--- config.mk ---
export PLATFORM = sky130hd
export DESIGN_NAME = move_scanner_flat
export DESIGN_NICKNAME = d
export VERILOG_FILES = /design/src/rtl/move_scanner_if.sv /design/src/rtl/move_scanner.sv /design/src/flat_wrapper.sv
export SDC_FILE = /design/constraint.sdc
export NUM_CORES = 1
export LEC_CHECK = 0
export ABC_CLOCK_PERIOD_IN_PS = 3200
export CORE_ASPECT_RATIO = 0.9
export CORE_MARGIN = 5
export CORE_UTILIZATION = 55
export CTS_BUF_LIST = sky130_fd_sc_hd__clkbuf_4
export DETAILED_ROUTE_END_ITERATION = 10
export GPL_TIMING_DRIVEN = 0
export PLACE_DENSITY = 0.81
export SETUP_SLACK_MARGIN = 0.1
export SYNTH_ARGS = -nofsm -noshare
export SYNTH_HDL_FRONTEND = slang
export SYNTH_SLANG_ARGS = --single-unit
--- constraint.sdc ---
create_clock -name clock -period 3.2 [get_ports clock]
set_input_delay 0.32 -clock clock [delete_from_list [all_inputs] [get_ports clock]]
set_output_delay 0.32 -clock clock [all_outputs]
set_load 0.02 [all_outputs]
--- src/rtl/move_scanner_if.sv ---
// move_scanner_if: start/result handshake and board read port of the move scanner.
interface move_scanner_if #(
  parameter int COORD_W = 3,
  parameter int FLIP_W  = 6
);
  logic               start;
  logic               side;
  logic [COORD_W-1:0] x_in;
  logic [COORD_W-1:0] y_in;
  logic               rd_en;
  logic [COORD_W-1:0] rd_x;
  logic [COORD_W-1:0] rd_y;
  logic [1:0]         rd_data;
  logic               busy;
  logic               done;
  logic [7:0]         dir;
  logic [FLIP_W-1:0]  flip_count;
  logic               legal;
  modport master (
    output start, side, x_in, y_in, rd_data,
    input  rd_en, rd_x, rd_y, busy, done, dir, flip_count, legal
  );
  modport slave (
    input  start, side, x_in, y_in, rd_data,
    output rd_en, rd_x, rd_y, busy, done, dir, flip_count, legal
  );
endinterface

--- src/rtl/move_scanner.sv ---
// move_scanner: walks the eight rays from a candidate cell and reports which ones capture
// opponent disks and how many disks in total.
module move_scanner #(
  parameter int BOARD_N = 8,
  parameter int COORD_W = 3,
  parameter int FLIP_W  = 6
) (
  input  logic          clock,
  input  logic          resetn,
  move_scanner_if.slave bus
);
  typedef enum logic [2:0] {IDLE, RD_ORIGIN, EV_ORIGIN, STEP, RD_CELL, EV_CELL, NEXT_DIR, DONE} state_t;
  localparam int SW = FLIP_W + COORD_W + 2;
  localparam logic [COORD_W:0] NB = (COORD_W+1)'(BOARD_N);
  localparam logic [COORD_W:0] P1 = (COORD_W+1)'(1);
  localparam logic [COORD_W:0] M1 = '1;
  state_t             state_q;
  logic               side_q;
  logic [COORD_W-1:0] ox_q, oy_q;
  logic [COORD_W:0]   px_q, py_q, run_q;
  logic [2:0]         k_q;
  logic [2:0]         kk_d;
  logic [COORD_W:0]   step_x_d, step_y_d, first_x_d, first_y_d;
  logic               off_d;
  logic [SW-1:0]      sum_d;
  logic [FLIP_W-1:0]  flip_d;
  logic [1:0]         opp_d, own_d;
  // Positions carry one extra bit so a step past either edge lands at >= BOARD_N instead of wrapping.
  function automatic logic [COORD_W:0] dx(input logic [2:0] k);
    return (k == 3'd0 || k == 3'd4) ? '0 : (k < 3'd4) ? P1 : M1;
  endfunction
  function automatic logic [COORD_W:0] dy(input logic [2:0] k);
    return (k == 3'd2 || k == 3'd6) ? '0 : (k < 3'd2 || k == 3'd7) ? M1 : P1;
  endfunction
  always_comb begin
    kk_d      = (state_q == NEXT_DIR) ? k_q + 3'd1 : k_q;
    first_x_d = {1'b0, ox_q} + dx(kk_d);
    first_y_d = {1'b0, oy_q} + dy(kk_d);
    step_x_d  = px_q + dx(k_q);
    step_y_d  = py_q + dy(k_q);
    off_d     = (px_q >= NB) || (py_q >= NB);
    sum_d     = SW'(bus.flip_count) + SW'(run_q);
    flip_d    = (sum_d > SW'({FLIP_W{1'b1}})) ? '1 : sum_d[FLIP_W-1:0];
    opp_d     = side_q ? 2'b01 : 2'b10;
    own_d     = side_q ? 2'b10 : 2'b01;
  end
  always_ff @(posedge clock or negedge resetn) begin
    if (!resetn) begin
      state_q        <= IDLE;
      side_q         <= 1'b0;
      ox_q           <= '0;
      oy_q           <= '0;
      px_q           <= '0;
      py_q           <= '0;
      run_q          <= '0;
      k_q            <= '0;
      bus.rd_en      <= 1'b0;
      bus.rd_x       <= '0;
      bus.rd_y       <= '0;
      bus.busy       <= 1'b0;
      bus.done       <= 1'b0;
      bus.dir        <= 8'h00;
      bus.flip_count <= '0;
      bus.legal      <= 1'b0;
    end else begin
      case (state_q)
        IDLE: if (bus.start) begin
          side_q         <= bus.side;
          ox_q           <= bus.x_in;
          oy_q           <= bus.y_in;
          k_q            <= '0;
          bus.busy       <= 1'b1;
          bus.dir        <= 8'h00;
          bus.flip_count <= '0;
          bus.legal      <= 1'b0;
          if ({1'b0, bus.x_in} >= NB || {1'b0, bus.y_in} >= NB) begin
            bus.done <= 1'b1;
            state_q  <= DONE;
          end else begin
            bus.rd_en <= 1'b1;
            bus.rd_x  <= bus.x_in;
            bus.rd_y  <= bus.y_in;
            state_q   <= RD_ORIGIN;
          end
        end
        RD_ORIGIN: begin
          bus.rd_en <= 1'b0;
          state_q   <= EV_ORIGIN;
        end
        EV_ORIGIN: if (bus.rd_data == 2'b01 || bus.rd_data == 2'b10) begin
          bus.done <= 1'b1;
          state_q  <= DONE;
        end else begin
          px_q    <= first_x_d;
          py_q    <= first_y_d;
          run_q   <= '0;
          state_q <= STEP;
        end
        STEP: if (off_d) state_q <= NEXT_DIR;
        else begin
          bus.rd_en <= 1'b1;
          bus.rd_x  <= px_q[COORD_W-1:0];
          bus.rd_y  <= py_q[COORD_W-1:0];
          state_q   <= RD_CELL;
        end
        RD_CELL: begin
          bus.rd_en <= 1'b0;
          state_q   <= EV_CELL;
        end
        EV_CELL: if (bus.rd_data == opp_d) begin
          run_q   <= run_q + P1;
          px_q    <= step_x_d;
          py_q    <= step_y_d;
          state_q <= STEP;
        end else begin
          if (bus.rd_data == own_d && run_q != '0) begin
            bus.dir[k_q]   <= 1'b1;
            bus.legal      <= 1'b1;
            bus.flip_count <= flip_d;
          end
          state_q <= NEXT_DIR;
        end
        NEXT_DIR: if (k_q == 3'd7) begin
          bus.done <= 1'b1;
          state_q  <= DONE;
        end else begin
          k_q     <= kk_d;
          px_q    <= first_x_d;
          py_q    <= first_y_d;
          run_q   <= '0;
          state_q <= STEP;
        end
        DONE: begin
          bus.done <= 1'b0;
          bus.busy <= 1'b0;
          state_q  <= IDLE;
        end
        default: state_q <= IDLE;
      endcase
    end
  end
endmodule

--- src/flat_wrapper.sv ---
// flat-port wrapper written by rule: the top's interface ports become plain ports
module move_scanner_flat 
#(
  parameter int BOARD_N = 8,
  parameter int COORD_W = 3,
  parameter int FLIP_W  = 6
)
  (clock, resetn, bus_start, bus_side, bus_x_in, bus_y_in, bus_rd_data, bus_rd_en, bus_rd_x, bus_rd_y, bus_busy, bus_done, bus_dir, bus_flip_count, bus_legal);
  move_scanner_if #(.COORD_W(COORD_W), .FLIP_W(FLIP_W)) bus_i ();
  input  logic clock;
  input  logic resetn;
  input wire logic [$bits(bus_i.start)-1:0] bus_start;
  input wire logic [$bits(bus_i.side)-1:0] bus_side;
  input wire logic [$bits(bus_i.x_in)-1:0] bus_x_in;
  input wire logic [$bits(bus_i.y_in)-1:0] bus_y_in;
  input wire logic [$bits(bus_i.rd_data)-1:0] bus_rd_data;
  output wire logic [$bits(bus_i.rd_en)-1:0] bus_rd_en;
  output wire logic [$bits(bus_i.rd_x)-1:0] bus_rd_x;
  output wire logic [$bits(bus_i.rd_y)-1:0] bus_rd_y;
  output wire logic [$bits(bus_i.busy)-1:0] bus_busy;
  output wire logic [$bits(bus_i.done)-1:0] bus_done;
  output wire logic [$bits(bus_i.dir)-1:0] bus_dir;
  output wire logic [$bits(bus_i.flip_count)-1:0] bus_flip_count;
  output wire logic [$bits(bus_i.legal)-1:0] bus_legal;
  assign bus_i.start = bus_start;
  assign bus_i.side = bus_side;
  assign bus_i.x_in = bus_x_in;
  assign bus_i.y_in = bus_y_in;
  assign bus_i.rd_data = bus_rd_data;
  assign bus_rd_en = bus_i.rd_en;
  assign bus_rd_x = bus_i.rd_x;
  assign bus_rd_y = bus_i.rd_y;
  assign bus_busy = bus_i.busy;
  assign bus_done = bus_i.done;
  assign bus_dir = bus_i.dir;
  assign bus_flip_count = bus_i.flip_count;
  assign bus_legal = bus_i.legal;
  move_scanner #(.BOARD_N(BOARD_N), .COORD_W(COORD_W), .FLIP_W(FLIP_W)) u_core (.clock(clock), .resetn(resetn), .bus(bus_i));
endmodule
==> flow_summary.toml <==
# generated from flow reports
[final_timing]
setup_slack_ns = 0.246
hold_ws_ns = 0.437
fin_skew_ns = 0.00712
tightest_slew_ns = 0.718
rsz0062_at_grt = "true"
min_period_ns = 2.95

[synthesis]
synth_top_cell_by_area = "dfrtp_1"
synthAdderAreaFrac = 0.129
xor_share = 0.0261
edf_count = 0
top_area_frac = 0.406
ys_async_sr_fraction = 1.00
ys_ff = 49
common_cells = "dfrtp_1 (49), nand2_1 (37), o21ai_0 (29)"
yosysCellCount = 317
syn_avg_cell_area_um2 = 9.52
aoi_share = 0.187
yosys_warnings = 0
fp_nets = 357
post-synth-top-count-cell = "dfrtp_1"

[detailed_routing]
vias = 2464
dr.max_layer_used = "met4"
routed_via_density = 5.74
postRouteAntennaNets = 0
drc_errors = 0
initialDrtViolationCount = 115
wl_met1_mm = 3.12

[clocking]
clk_pin_slew_ns = 0.14
cts_resized = 1
cts_tree = "built"
clock-sinks = 49
clk_latency_ns = 0.37
h-tree-depth = 2
root_buffer = "clkbuf_4"
cts.path.max_buffers = 2
hold_buffers = 1

[job]
drv_cap = 0

[final_layout]
largest_class = "logic gates"
final-clk-cell-share = 0.0155
layout_top_cell = "dfrtp_1"
inv_count = 28
top_register = "u_core.bus.dir"
largest_reg_flops = 8
post_layout_nonfiller_instances = 429
largestRegisters = "u_core.bus.dir (8), u_core.bus.flip_count (6)"
clkbuf_count = 5

[power_and_ir_drop]
swShare = 0.451
finalPower_mw = 3.19
p_seq_frac = 0.326
p_comb_frac = 0.583
p_sw_mw = 1.44

[global_route]
grtUsageMet1 = 0.288
use_met3 = 0.0338
grt_remaining_overflow = 0
grt_max_degree = 29
antenna_found_initial = 0

[floorplanning]
die_width_um = 88.1
core_mm2 = 0.00529

[worst_setup_path]
cp_slowest_cell = "dfrtp_1"
r2r-end = "u_core.py_q[3]"
cp_cell_sequence = "nand3b_1, inv_1, ha_1, nand3b_1, a21oi_1, nor3_4, inv_1, ha_1, a21o_1, a21oi_1, and2_1, mux2i_1, o211ai_1"
max_stage_delay_ns = 0.47
worstPathRequired_ns = 3.50
worstRegToRegCells = 13
r2r_slack_ns = 0.25
crit_family = "simple AND/OR/NAND/NOR gates"
start_kind = "flop"
cp_num_cells = 13
worstSetupStartpoint = "u_core.state_q[1]"

[place]
postPlaceCellArea_mm2 = 0.00347
place_congestion = 0.885
hpwl_mm = 5.11

[min_path]
hold_class = "in2async"

[run_status]
status = "finished clean"
[power by group through the flow]
stage | combinational [mW] | sequential (mW) | clock (mW)
5_1_grt | 2.10 | 1.07 | 0.324
4_1_cts | 1.85 | 1.04 | 0.302
3_3_place_gp | 1.76 | 1.04 | 0
3_5_place_dp | 1.83 | 1.05 | 0
2_1_floorplan | 1.22 | 1.11 | 0
6_report | 1.86 | 1.04 | 0.291
[worst register-to-register path, cell delays in order (launching register included)]
cell	delay [ns]
dfrtp_1	0.47
nand3b_1	0.27
inv_1	0.15
ha_1	0.36
nand3b_1	0.12
a21oi_1	0.10
nor3_4	0.31
inv_1	0.11
ha_1	0.30
a21o_1	0.17
a21oi_1	0.17
and2_1	0.14
mux2i_1	0.06
o211ai_1	0.16
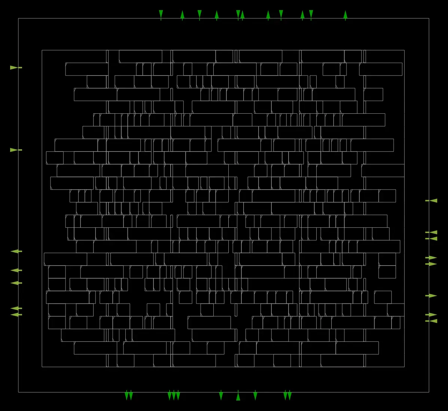
(images/placement.png)
fillers: 429
TAP cells: 67
sequential cell count: 49

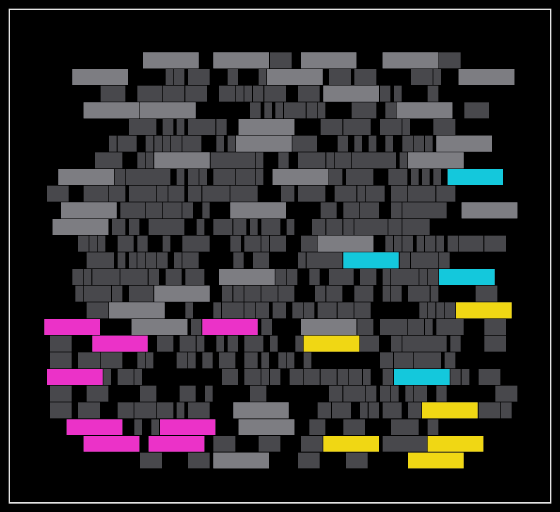
(images/flops_by_reg.png)
Other sequential cells in the stronger gray, the rest of the logic in the fainter gray.
u_core.run_q -> cyan  # sequential cells 4, where right middle
u_core.bus.flip_count -> yellow  # sequential cells 6, where bottom right
u_core.bus.dir -> magenta  # sequential cells 8, where bottom left
seq pwr: 1.04 mW
Post-Route Utilization: 0.671
Reg area: 0.00123 mm^2
Seq/total area: 0.346

No activity file was given, so power comes from the tool's default toggle rates.
